Wiring by layer:
Scale bar: 20 um.
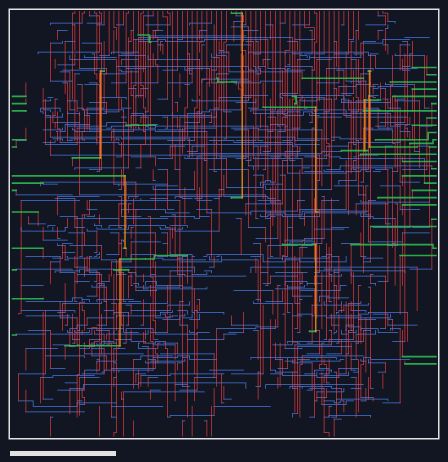
Port wiring:
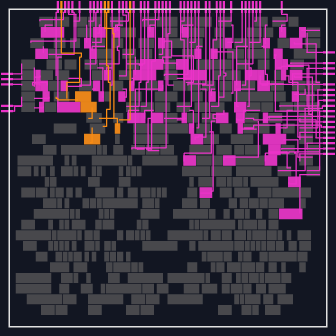
Sequential cells coloured by netlist name:
Scale bar: 20 um. Other cells in grey.
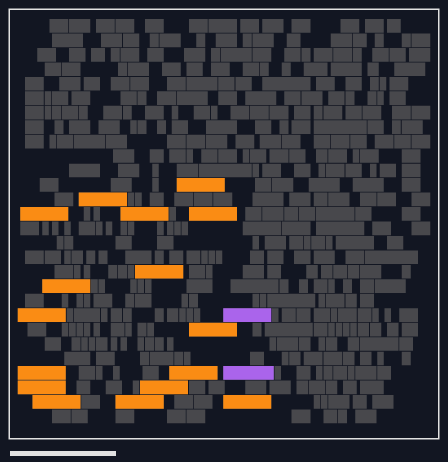
Cell sizes after repair:
Scale bar: 20 um.
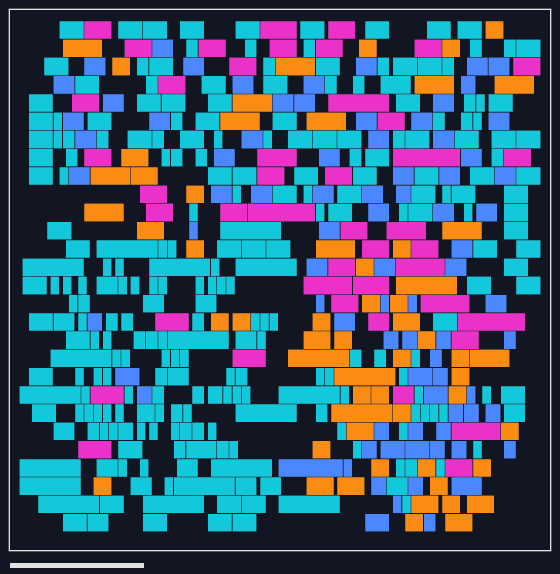
Clock routing:
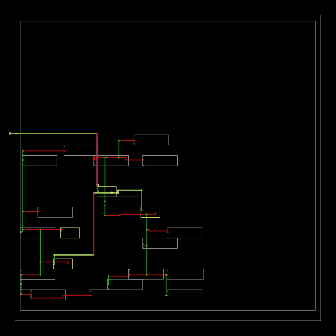
===== config.mk =====
export PLATFORM = sky130hd
export DESIGN_NAME = nebula_fifo_wr_arb
export DESIGN_NICKNAME = d
export VERILOG_FILES = /design/src/rtl/nebula_fifo_wr_arb.sv
export SDC_FILE = /design/constraint.sdc
export NUM_CORES = 1
export LEC_CHECK = 0
export ABC_AREA = 1
export CORE_MARGIN = 1
export CORE_UTILIZATION = 30
export DETAILED_ROUTE_END_ITERATION = 8
export PLACE_DENSITY_LB_ADDON = 0.05
export SYNTH_ARGS = -nofsm -noshare
export SYNTH_HDL_FRONTEND = slang
export SYNTH_SLANG_ARGS = --single-unit

===== constraint.sdc =====
create_clock -name i_clk -period 2.8 [get_ports i_clk]
set_clock_uncertainty 0.15 [all_clocks]
set_input_delay 0.56 -clock i_clk [delete_from_list [all_inputs] [get_ports i_clk]]
set_output_delay 0.56 -clock i_clk [all_outputs]
set_load 0.02 [all_outputs]

===== src/rtl/nebula_fifo_wr_arb.sv =====
// nebula_fifo_wr_arb: round-robin arbiter sharing one nebula_fifo push port among NUM_REQ requesters
// Ports:
//   i_clk, i_rst_n         clock, async active-low reset
//   i_req_valid/i_req_data requester beats, requester i data in [i*WIDTH +: WIDTH]
//   i_req_last             last beat of a packet (used only with NEBULA_ARB_LOCK_EN)
//   o_req_ready            one-hot or zero accept strobe
//   o_fifo_push/o_fifo_din drive FIFO push/din; i_fifo_full from FIFO full
//   o_grant_valid/o_grant_id current selection (id 0 when none)
//   o_push_cnt             running count of accepted beats, wraps at 16 bits
// Macro NEBULA_ARB_LOCK_EN: hold the grant on one requester until its req_last beat.
module nebula_fifo_wr_arb #(
  parameter int NUM_REQ = 4,
  parameter int WIDTH = 16,
  localparam int IDW = $clog2(NUM_REQ)
) (
  input  logic                     i_clk,
  input  logic                     i_rst_n,
  input  logic [NUM_REQ-1:0]       i_req_valid,
  input  logic [NUM_REQ*WIDTH-1:0] i_req_data,
  input  logic [NUM_REQ-1:0]       i_req_last,
  output logic [NUM_REQ-1:0]       o_req_ready,
  output logic                     o_fifo_push,
  output logic [WIDTH-1:0]         o_fifo_din,
  input  logic                     i_fifo_full,
  output logic                     o_grant_valid,
  output logic [IDW-1:0]           o_grant_id,
  output logic [15:0]              o_push_cnt
);
  logic [IDW-1:0]   r_rr_ptr;
  logic [15:0]      r_push_cnt;
  logic [IDW-1:0]   w_rr_sel;
  logic [IDW:0]     w_idx;
  logic [IDW-1:0]   w_sel;
  logic [IDW-1:0]   w_owner;
  logic             w_locked;
  logic             w_eog;
  logic             w_gv;
  logic             w_push;
  logic [WIDTH-1:0] w_din;
  // Search downward so the candidate closest to r_rr_ptr is written last and wins.
  always_comb begin
    w_rr_sel = '0;
    w_idx = '0;
    for (int k = NUM_REQ - 1; k >= 0; k--) begin
      w_idx = {1'b0, r_rr_ptr} + (IDW+1)'(k);
      if (w_idx >= (IDW+1)'(NUM_REQ)) w_idx = w_idx - (IDW+1)'(NUM_REQ);
      if (i_req_valid[w_idx[IDW-1:0]]) w_rr_sel = w_idx[IDW-1:0];
    end
  end
  assign w_sel  = w_locked ? w_owner : w_rr_sel;
  // Reset gates the combinational outputs so nothing leaks while rst_n is low.
  assign w_gv   = i_rst_n & (w_locked ? i_req_valid[w_owner] : |i_req_valid);
  assign w_push = w_gv & ~i_fifo_full;
  always_comb begin
    w_din = '0;
    for (int i = 0; i < NUM_REQ; i++)
      if (w_sel == IDW'(i)) w_din = i_req_data[i*WIDTH +: WIDTH];
  end
  genvar g;
  for (g = 0; g < NUM_REQ; g++) begin : g_ready
    assign o_req_ready[g] = w_push & (w_sel == IDW'(g));
  end
  assign o_fifo_push   = w_push;
  assign o_fifo_din    = w_gv ? w_din : '0;
  assign o_grant_valid = w_gv;
  assign o_grant_id    = w_gv ? w_sel : '0;
  assign o_push_cnt    = r_push_cnt;
  always_ff @(posedge i_clk or negedge i_rst_n)
    if (!i_rst_n) begin
      r_rr_ptr   <= '0;
      r_push_cnt <= '0;
    end else if (w_push) begin
      r_push_cnt <= r_push_cnt + 16'd1;
      if (w_eog) r_rr_ptr <= (w_sel == IDW'(NUM_REQ - 1)) ? '0 : w_sel + 1'b1;
    end
`ifdef NEBULA_ARB_LOCK_EN
  typedef enum logic {IDLE, LOCKED} state_t;
  state_t         r_state, w_state_nxt;
  logic [IDW-1:0] r_owner, w_owner_nxt;
  always_ff @(posedge i_clk or negedge i_rst_n)
    if (!i_rst_n) begin
      r_state <= IDLE;
      r_owner <= '0;
    end else begin
      r_state <= w_state_nxt;
      r_owner <= w_owner_nxt;
    end
  always_comb begin
    w_state_nxt = r_state;
    w_owner_nxt = r_owner;
    if (w_push) begin
      w_state_nxt = i_req_last[w_sel] ? IDLE : LOCKED;
      w_owner_nxt = w_sel;
    end
  end
  assign w_locked = (r_state == LOCKED);
  assign w_owner  = r_owner;
  assign w_eog    = i_req_last[w_sel];
`else
  logic w_unused_last;
  assign w_unused_last = ^i_req_last;
  assign w_locked = 1'b0;
  assign w_owner  = '0;
  assign w_eog    = 1'b1;
`endif
endmodule


==> results.py <==
# Metrics from the implementation run
metrics = {
    "run_status": {
        "status": "complete, but fails checks",
        "violations": "setup timing",
    },
    "layout": {
        "nNetsFinal": 517,
        "finalInstanceArea_um2": 3984,
    },
    "logic_synthesis": {
        "largest_area_cell": "dfrtp_1",
        "synth_area_per_cell_um2": 6.333,
        "edf_count": 0,
        "postSynthSeqShare": 0.2436,
        "adder_share": 0.03383,
    },
    "placement": {
        "dp_hpwl_mm": 4.943,
        "detailed_place.area_um2": 3271,
        "portBuffers": 110,
    },
    "sta": {
        "finalSetupViolations": 20,
        "hold_viol_final": 0,
        "maxSlewViolCount": 0,
        "layout_setup_ws_ns": -0.3937,
    },
    "power_and_ir_drop": {
        "p_comb_frac": 0.901,
        "power.density_nw_per_um2": 1593,
        "seqPwrFrac": 0.065,
    },
    "global_route": {
        "grt_pass1_wl_mm": 11.25,
    },
    "floorplanning": {
        "dieArea_um2": 6482,
    },
    "clock_tree": {
        "tritoncts": "done",
    },
    "route": {
        "wl_met2_mm": 4.118,
    },
}
About 'wiring by layer':
red -> metal 2  # wire length 4120 um
green -> metal 3  # wire length 321 um
blue -> metal 1  # wire length 3360 um
orange -> metal 4  # wire length 141 um

About 'port wiring':
magenta -> `i_req_data`  # bits 64, direction input, edge 41 north, 18 east, 5 west, end cells 64, buffers 64, wire 1550 um
orange -> `o_req_ready`  # bits 4, direction output, edge north, end cells 4, buffers 4, wire 144 um

About 'sequential cells coloured by netlist name':
purple -> `r_rr_ptr`  # flops 2
orange -> `o_push_cnt`  # flops 16
Core Util, Final: 0.6729
FF/Latch Area: 451.7 um^2
Power Sequential: 0.000409 W

About 'cell sizes after repair':
blue -> _2 cells  # cells 81, share 19%
cyan -> _0 and _1 cells  # cells 253, share 58%
orange -> _3 and _4 cells  # cells 58, share 13%
magenta -> _6 and larger  # cells 44, share 10%

About 'clock routing':
Clock Power: 0.000220 W
CTS buffer count: 3
Clock Buffer Count: 4
seq_cells: 18
clk latency late pin: 0.26 ns

[what timing repair did]
action                                  4_1_cts  5_1_grt
buffers inserted                              4        6
resized                                     195       85
pin swaps                                    32       27
endpoints found under the setup margin       24       23
cloned                                        7        1
[per-stage QoR]
step,utilization,hold WS (ns),worst slack [ns],setup TNS (ns)
2_1_floorplan,-,0.1144,-0.02399,-0.1661
3_3_place_gp,0.5524,0.3407,-1.117,-20.90
3_5_place_dp,0.5524,0.3340,-1.136,-21.58
4_1_cts,0.6196,0.3546,-0.3225,-5.070
5_1_grt,0.6729,0.3884,-0.5402,-8.487
6_report,0.6729,0.3460,-0.3937,-6.304
[layout make-up]
type	instances	share of cell area
flip-flops and latches	18	0.1134
repair inverters	2	0.006910
clock buffers	4	0.01382
inverters	28	0.03580
multi-input cells	230	0.4077
repair buffers	154	0.3989
well taps	75	0.02356
[how the worst max path moves through the flow]
| stage | slack, ns | endpoint |
|---|---|---|
| 5_1_grt | -0.54 | o_fifo_din[13] |
| 3_5_place_dp | -1.14 | o_fifo_din[3] |
| 2_1_floorplan | -0.02 | o_fifo_din[10] |
| 4_1_cts | -0.32 | o_fifo_din[9] |
| 3_3_place_gp | -1.12 | o_fifo_din[3] |
| 6_report | -0.39 | o_fifo_din[13] |
[state kept, by name (all words and copies together) (netlist names)]
name and cells:
o_push_cnt 16, r_rr_ptr 2
[power groups by stage]
stage | Sequential [W] | Combinational [W] | Clock [W]
2_1_floorplan | 0.000429 | 0.00209 | 0
3_3_place_gp | 0.000409 | 0.00344 | 0
3_5_place_dp | 0.000410 | 0.00343 | 0
4_1_cts | 0.000407 | 0.00470 | 0.000228
5_1_grt | 0.000419 | 0.00607 | 0.000235
6_report | 0.000409 | 0.00572 | 0.000220
Power and IR drop assume default switching activity.
